`config.mk`:
```
export PLATFORM = sky130hd
export DESIGN_NAME = product_accumulator
export DESIGN_NICKNAME = d
export VERILOG_FILES = /design/src/rtl/product_accumulator.sv
export SDC_FILE = /design/constraint.sdc
export NUM_CORES = 1
export LEC_CHECK = 0
export CORE_UTILIZATION = 58
export DETAILED_ROUTE_END_ITERATION = 16
export PLACE_DENSITY = 0.89
export SETUP_SLACK_MARGIN = 0.15
export SLEW_MARGIN = 5
export SYNTH_ARGS = -nofsm -noshare
export SYNTH_HDL_FRONTEND = slang
export SYNTH_SLANG_ARGS = --single-unit
```
`constraint.sdc`:
```
create_clock -name clk -period 10 [get_ports clk]
set_clock_uncertainty 0.2 [all_clocks]
set_input_delay 1 -clock clk [delete_from_list [all_inputs] [get_ports clk]]
set_output_delay 1 -clock clk [all_outputs]
set_load 0.03 [all_outputs]
```
`src/rtl/product_accumulator.sv`:
```
// product_accumulator
//   Consumes 128-bit products from the multiplier stage over its Done_Flag/ack
//   four-phase handshake and adds COUNT consecutive products into a widened
//   sum. The finished sum is offered on a valid/ack port. While that sum is
//   waiting to be consumed, ack is held low, which stalls the multiplier chain.
//
// Ports
//   clk        rising-edge clock
//   reset      synchronous, active-high; takes priority over every other input
//   producto   product from the multiplier, sampled on the capture edge only
//   Done_Flag  multiplier result ready; held high until ack is seen
//   ack        acknowledge to the multiplier
//   sum        accumulated sum, PWIDTH+ACC_EXTRA bits, wraps modulo 2^width
//   sum_valid  sum complete and stable
//   sum_ack    downstream has consumed sum; only honoured while holding
//   overflow   sticky carry-out of the accumulator for the current sum
//   count      number of products accumulated into the current sum
module product_accumulator #(
  parameter int PWIDTH    = 128,
  parameter int ACC_EXTRA = 4,
  parameter int COUNT     = 4,
  parameter int CNTW      = 3
) (
  input  logic                        clk,
  input  logic                        reset,
  input  logic [PWIDTH-1:0]           producto,
  input  logic                        Done_Flag,
  output logic                        ack,
  output logic [PWIDTH+ACC_EXTRA-1:0] sum,
  output logic                        sum_valid,
  input  logic                        sum_ack,
  output logic                        overflow,
  output logic [CNTW-1:0]             count
);

  localparam int             SW      = PWIDTH + ACC_EXTRA;
  localparam logic [CNTW-1:0] COUNT_C = CNTW'(COUNT);

  // IDLE: waiting for a product. ACK_WAIT: product taken, waiting for the
  // multiplier to drop Done_Flag. HOLD: finished sum waiting for sum_ack.
  typedef enum logic [1:0] {IDLE, ACK_WAIT, HOLD} state_t;

  state_t          state, state_n;
  logic            ack_n, sum_valid_n, overflow_n;
  logic [SW-1:0]   sum_n;
  logic [CNTW-1:0] count_n;

  // One bit wider than the accumulator so the top bit is the carry-out.
  logic [SW:0]     add_res;
  assign add_res = {1'b0, sum} + {{(ACC_EXTRA+1){1'b0}}, producto};

  always_comb begin
    state_n     = state;
    ack_n       = ack;
    sum_n       = sum;
    sum_valid_n = sum_valid;
    overflow_n  = overflow;
    count_n     = count;
    case (state)
      IDLE: begin
        if (Done_Flag) begin
          sum_n      = add_res[SW-1:0];
          overflow_n = overflow | add_res[SW];
          count_n    = count + CNTW'(1);
          ack_n      = 1'b1;
          state_n    = ACK_WAIT;
        end
      end
      ACK_WAIT: begin
        // A level-high Done_Flag is one product; nothing happens until it drops.
        if (!Done_Flag) begin
          ack_n = 1'b0;
          if (count == COUNT_C) begin
            sum_valid_n = 1'b1;
            state_n     = HOLD;
          end else begin
            state_n = IDLE;
          end
        end
      end
      HOLD: begin
        // ack stays low here, so a pending Done_Flag waits for the next IDLE edge.
        if (sum_ack) begin
          sum_valid_n = 1'b0;
          sum_n       = '0;
          count_n     = '0;
          overflow_n  = 1'b0;
          state_n     = IDLE;
        end
      end
      default: state_n = IDLE;
    endcase
  end

  always_ff @(posedge clk) begin
    if (reset) begin
      state     <= IDLE;
      ack       <= 1'b0;
      sum       <= '0;
      sum_valid <= 1'b0;
      overflow  <= 1'b0;
      count     <= '0;
    end else begin
      state     <= state_n;
      ack       <= ack_n;
      sum       <= sum_n;
      sum_valid <= sum_valid_n;
      overflow  <= overflow_n;
      count     <= count_n;
    end
  end

endmodule
```
==> results.py, run 1 <==
# Flow results
metrics = {
    "clock_network": {
        "clkSinkCount": 140,
        "clkTransAtPathRegs_ps": 60,
        "ctsHoldBuffers": 0,
        "htreeDepth": 4,
        "clk_path_buf_depth": 2,
        "post-cts-setup-buffers": 0,
    },
    "worst_setup_path": {
        "end_kind": "flop",
        "worstPathRequired_ps": 10160,
        "cpPeakStageDelay_ps": 770,
        "worstRegToRegCells": 12,
    },
    "global_routing": {
        "grt_overflow": 0,
        "grt_pass1_wl_mm": 75.22,
    },
    "route": {
        "ant_nets": 0,
        "via_per_inst": 6.557,
        "drt-initial-drc-count": 1354,
    },
    "yosys": {
        "ys_warn_count": 0,
        "synth_cells": 1839,
        "synth_area_mm2": 0.01330,
        "post-synth-top-area-cell": "dfxtp_1",
        "post_synth.cell_area_avg_um2": 7.230,
        "synth_top_area_share_pct": 21.08,
        "flop_cell": "dfxtp_1",
        "synth-edff-count": 0,
        "ys_seq_share_pct": 21.08,
        "ys_top_cells_by_count": "nand2_1, a21oi_1, o21ai_0, nor2_1, dfxtp_1",
    },
    "final_timing": {
        "tns_ps": 0,
        "finalClockPeriodUsage_pct": 53.85,
        "tightest_slew_ps": 1079,
        "fin_ws_ps": 4615,
        "hold_viol_final": 0,
        "drv_slew": 0,
    },
    "floorplan": {
        "die_area_mm2": 0.02353,
        "initCoreUtil_pct": 58.90,
        "io_pins": 270,
        "die_x_um": 153.4,
        "row_count": 55,
    },
    "layout": {
        "seqCellArea_mm2": 0.002803,
        "drive_gt1_share_pct": 3.729,
    },
    "pwr": {
        "switchingPower_uw": 1182,
    },
    "placed_design": {
        "place.gp.congestion": 1.040,
    },
    "run_status": {
        "status": "complete, no violations",
    },
    "flow_run": {
        "tool_warnings": 27,
    },
}
[run 1: routing by layer]
metal  wire (um)  vias up  part of all wire (%)  global-route usage, %
met5           0        -                     0                      0
met4        2035        0                   4.2                  18.29
met3        3735      158                   7.8                  6.294
met2       22570      825                    47                  67.69
met1       19550     7116                    41                  49.49
li1            -     7134                     -                      -
[run 1: state kept, by name, indices dropped and copies added (netlist names)]
name       flops
sum_valid      1
state          2
ack            1
sum          132
count          3
overflow       1
[run 1: per-stage QoR]
step	instance area [um2]	std cells	util [%]	total power (uW)	hold WS, ps
2_1_floorplan	13300	1839	-	1598	360.6
3_3_place_gp	15970	2291	70.74	2001	236.8
3_5_place_dp	15970	2291	70.74	2025	247.0
4_1_cts	16580	2323	73.44	2710	254.0
5_1_grt	16580	2323	73.44	2872	290.5
6_report	16580	2323	73.44	2736	255.5
[run 1: worst register-to-register path, cell delays in order (launching register included)]
cell and delay (ps):
dfxtp_1 330, ha_1 460, nand4_1 200, nor2_1 380
nand3_1 350, nor3_1 290, o2111ai_1 300, a2111oi_1 780
nor3_1 250, o2111ai_1 260, nand3_1 260, or3_1 420
a21oi_1 160
[run 1: cells by family (layout without fill, tap and decap cells)]
kind of cell / count (synthesis) / after routing / share of synthesized area, %
compound gates: 694 / 694 / 33.12
simple gates: 596 / 596 / 20.83
buf+inv: 160 / 359 / 4.790
flops: 140 / 140 / 21.08
fa+ha+maj: 131 / 131 / 12.38
xor+xnor: 115 / 115 / 7.576
mux: 3 / 3 / 0.2259
[run 1: power by group through the flow]
stage / Sequential [uW] / Clock, uW / Combinational (uW)
6_report: 696 / 683 / 1360
5_1_grt: 702 / 710 / 1460
4_1_cts: 694 / 686 / 1330
3_5_place_dp: 705 / 0 / 1320
3_3_place_gp: 702 / 0 / 1300
2_1_floorplan: 827 / 0 / 771
[run 1: worst paths after layout]
path,slack (ps),startpoint,to
max,4620,producto[55],sum[131]$_SDFFE_PP0P_
min,260,sum_valid$_SDFFE_PP0P_,sum_valid$_SDFFE_PP0P_
max reg2reg,5300,sum[51]$_SDFFE_PP0P_,sum[131]$_SDFFE_PP0P_
min reg2reg,260,sum_valid$_SDFFE_PP0P_,sum_valid$_SDFFE_PP0P_
[run 1: layout make-up]
type | count | share of cell area (%)
Multi-Input combinational cell | 1539 | 59.58
Sequential cell | 140 | 16.91
Timing Repair Buffer | 276 | 16.53
Clock buffer | 18 | 2.649
Tap cell | 285 | 2.151
Inverter | 51 | 1.155
Clock inverter | 14 | 1.026
[run 1: cells in the final DEF (no fill, tap or decap), drive strengths merged, types with 13 or more instances in the layout]
master and instances:
clkdlybuf4s50 268, nand2 226, a21oi 214, o21ai 194, nor2 154, dfxtp 140, ha 130, nand4 74
xnor2 60, xor2 55, a21o 53, inv 52, a22oi 47, o21bai 33, nor3 29, nand3 22
o21a 20, clkbuf 18, nand2b 15, or3 15, a211oi 15, a21boi 14, a31oi 13, o211ai 13
**Run 1: signal metal coverage by tile**

Drawn at 2 px/um. 31 x 31 tiles, from dark purple (low) to yellow (high), scaled to the fullest tile. Values are wire area over tile area, all layers added.
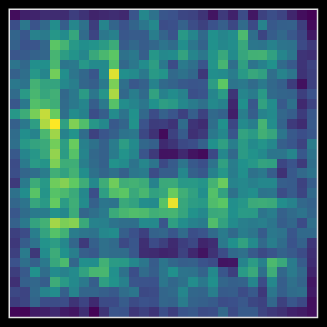
- densest ninth of the die: middle left
- tiles over half the peak: 23%
- fullest tile: 0.88
- mean over tiles: 0.34
- nearly empty tiles: 0.40%
Vias: 15.23k
average routed wire per standard cell: 20.62 um
total global-route track usage: 39.87%
Post-Route WL: 47.89 mm

**Run 1: cell sizes after repair**

Drawn at 2 px/um.
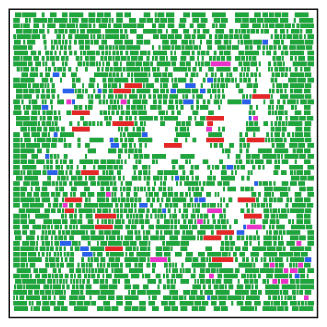
- drive 1 or less: green (cells 1962; share 96%; most used clkdlybuf4s50_1)
- drive 6 and up: red (cells 22; share 1.1%; most used clkbuf_16)
- drive 3 to 4: magenta (cells 20; share 0.98%; most used buf_4)
- drive 2: blue (cells 34; share 1.7%; most used or2_2)

**Run 1: a small window of the routed layout**

Window x 52 to 102, y 82 to 132 um. Cells in grey, sequential cells in the stronger grey; small squares are vias.
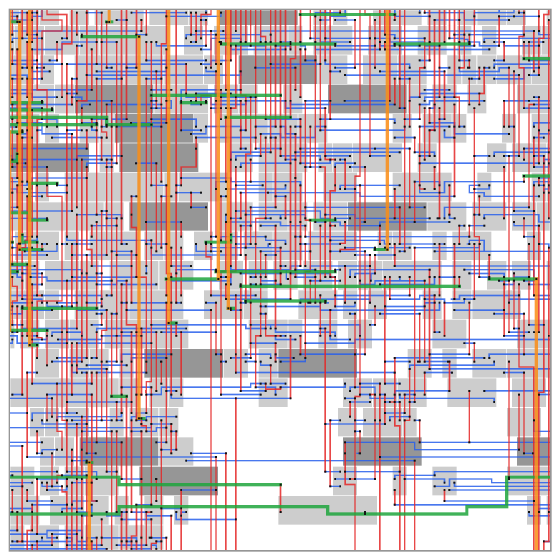
- met4: orange
- met1: blue
- met2: red
- met3: green
- sequential cells in the window: 14
- netlist names of flops here include: `sum` (14)
- most frequent: nand2_1 (26), o21ai_0 (24), a21oi_1 (17)
- cells with their middle in the window: 219

**Run 1: placed standard cells**

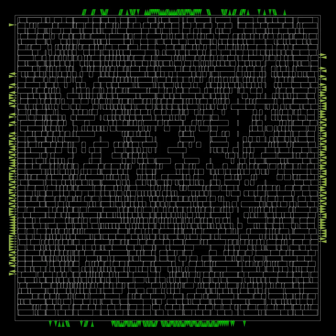
Fillers: 1789
floorplan core area: 0.02257 mm2

**Run 1: PDN straps and rails**

Drawn at 3 px/um. Pins as bars on the die edge.
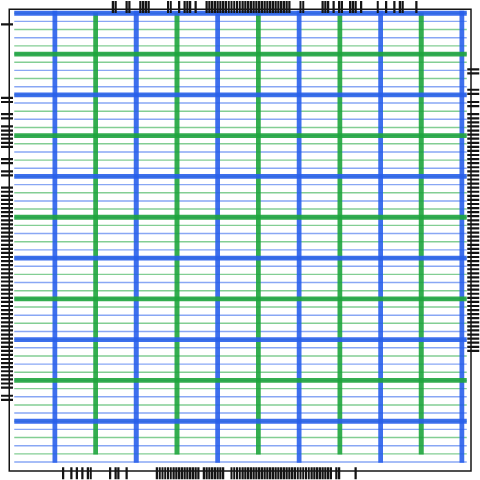

--- run 2 (diff from run 1) ---
--- a/config.mk
+++ b/config.mk
@@ -5,9 +5,9 @@
 export SDC_FILE = /design/constraint.sdc
 export NUM_CORES = 1
 export LEC_CHECK = 0
-export CORE_UTILIZATION = 58
+export CORE_UTILIZATION = 48
 export DETAILED_ROUTE_END_ITERATION = 16
-export PLACE_DENSITY = 0.89
+export PLACE_DENSITY = 0.78
 export SETUP_SLACK_MARGIN = 0.15
 export SLEW_MARGIN = 5
 export SYNTH_ARGS = -nofsm -noshare
==> constraint.sdc (replaced) <==
create_clock -name clk -period 4.95 [get_ports clk]
set_clock_uncertainty 0.2 [all_clocks]
set_input_delay 0.495 -clock clk [delete_from_list [all_inputs] [get_ports clk]]
set_output_delay 0.495 -clock clk [all_outputs]
set_load 0.03 [all_outputs]
**Run 2: PDN straps and rails**

Drawn at 3 px/um. Pins as bars on the die edge.
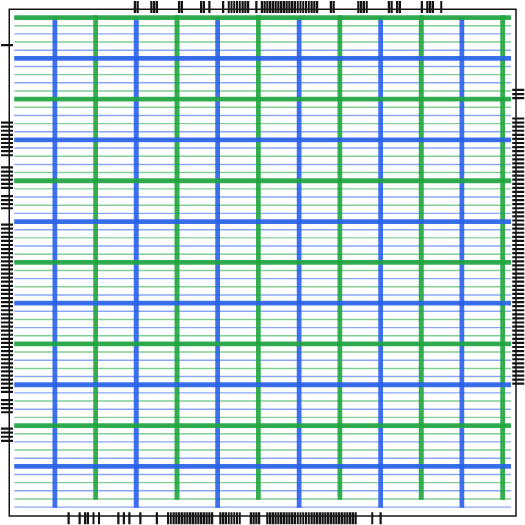
- VSS: blue
- VDD: green
- signal pins: 270
- met1 rails: 61
- met5 straps: 12
- met4 straps: 12
- rows: 60

==> results.py, run 2 <==
# Flow results
metrics = {
    "run_status": {
        "status": "complete, no violations",
    },
    "worst_setup_path": {
        "rr_endpoint": "sum[130]$_SDFFE_PP0P_",
        "crit_end": "sum[130]$_SDFFE_PP0P_",
        "end_kind": "flop",
        "r2r_start": "sum[0]$_SDFFE_PP0P_",
        "worstRegToRegCells": 13,
    },
    "placed_design": {
        "placed_cell_area_mm2": 0.01617,
        "place.gp.congestion": 1.012,
    },
    "route": {
        "via_per_inst": 6.169,
        "drt-initial-drc-count": 1035,
        "drt-total-wl_mm": 48.06,
        "wl_per_cell_um": 20.06,
        "dr_total_vias": 14780,
    },
    "layout": {
        "regMostFlops": "sum",
        "reg_top3": "sum: 132 flops, count: 3 flops, state: 2 flops",
        "design_area_mm2": 0.01677,
        "final_util_pct": 62.07,
    },
    "final_timing": {
        "tns_ps": 0,
        "hold_viol_final": 0,
        "finalClockPeriodUsage_pct": 89.49,
    },
    "yosys": {
        "synth_cells": 1839,
        "ys_seq_share_pct": 21.08,
        "post-synth-top-area-cell": "dfxtp_1",
        "synth-edff-count": 0,
        "ys_top_cells_by_count": "nand2_1, a21oi_1, o21ai_0, nor2_1, dfxtp_1",
        "synth_area_mm2": 0.01330,
        "ys_warn_count": 0,
        "synth_top_area_share_pct": 21.08,
        "post_synth.cell_area_avg_um2": 7.230,
    },
    "floorplan": {
        "die_x_um": 168.4,
        "row_count": 60,
        "die_area_mm2": 0.02837,
        "initCoreUtil_pct": 49.19,
        "coreArea_mm2": 0.02703,
    },
    "clock_network": {
        "clk_path_buf_depth": 2,
        "post-cts-setup-buffers": 0,
        "clkTransAtPathRegs_ps": 80,
    },
    "global_routing": {
        "grt_overflow": 0,
        "track_usage_pct": 33.34,
    },
    "flow_run": {
        "tool_warnings": 27,
    },
}
-- run 2: cell types whose count changed in the layout (fill, tap and decap cells not counted), sizes merged --
| cell | delta |
|---|---|
| buf | +17 |
| clkinvlp | -2 |
| bufinv | -1 |
| inv | +8 |
| clkinv | -5 |
-- run 2: power by group --
part | internal [uW] | switching [uW] | leakage [uW] | total (uW)
clock network | 778 | 624 | 0.000295 | 1400
logic | 1080 | 1660 | 0.00527 | 2740
registers | 1270 | 136 | 0.00115 | 1410
total | 3130 | 2420 | 0.00672 | 5550
-- run 2: through the flow --
step                setup WS [ps]  instances  hold WS [ps]
floorplan                    1455       1839         360.6
global placement            291.3       2364         235.5
detailed placement          221.3       2364         245.8
CTS                         654.0       2396         257.3
global route                336.7       2396         292.0
finish                      520.5       2396         261.9
-- run 2: worst min-delay path by stage --
stage / end / start / cells past startpoint
after detailed placement: overflow$_SDFFE_PP0P_ / overflow$_SDFFE_PP0P_ / 2
final: overflow$_SDFFE_PP0P_ / overflow$_SDFFE_PP0P_ / 2
after global routing: sum_valid$_SDFFE_PP0P_ / sum_valid$_SDFFE_PP0P_ / 2
after global placement: overflow$_SDFFE_PP0P_ / overflow$_SDFFE_PP0P_ / 2
after floorplan: state[1]$_SDFFE_PP0P_ / state[0]$_SDFFE_PP0P_ / 2
after CTS: overflow$_SDFFE_PP0P_ / overflow$_SDFFE_PP0P_ / 2
-- run 2: area by class of cell --
| type | count | area (um2) | area share (%) |
|---|---|---|---|
| timing repair buffer | 293 | 2868 | 17.10 |
| clock inverter | 14 | 170.2 | 1.014 |
| sequential | 140 | 2803 | 16.71 |
| clock buffer | 18 | 439.2 | 2.618 |
| multi-input combinational | 1539 | 9877 | 58.88 |
| tap | 341 | 426.7 | 2.543 |
| inverter | 51 | 191.4 | 1.141 |
-- run 2: cell families (layout without fill, tap and decap cells) --
| kind of cell | after synthesis | in the layout | share of synthesized area (%) |
|---|---|---|---|
| flops | 140 | 140 | 21.08 |
| compound gates | 694 | 694 | 33.12 |
| simple gates | 596 | 596 | 20.83 |
| fa+ha+maj | 131 | 131 | 12.38 |
| buf+inv | 160 | 376 | 4.790 |
| mux | 3 | 3 | 0.2259 |
| xor+xnor | 115 | 115 | 7.576 |
-- run 2: critical path, stage by stage --
cell and delay (ps):
clkdlybuf4s50_1 460, ha_1 220, fa_1 240, a21oi_1 100, o31ai_1 460, a31oi_1 280
o22a_1 260, a311oi_1 390, o2111ai_1 280, a21oi_2 380, a31oi_1 210, a211oi_2 490
o21ai_1 150, mux2i_1 140
-- run 2: layer usage --
metal	vias to the layer above	share of wire, %	track usage [%]
met5	-	0	0
met4	0	3.9	15.02
met3	103	6.7	4.584
met2	608	46	55.71
met1	6907	43	42.56
li1	7162	-	-
Power and IR drop assume default switching activity.
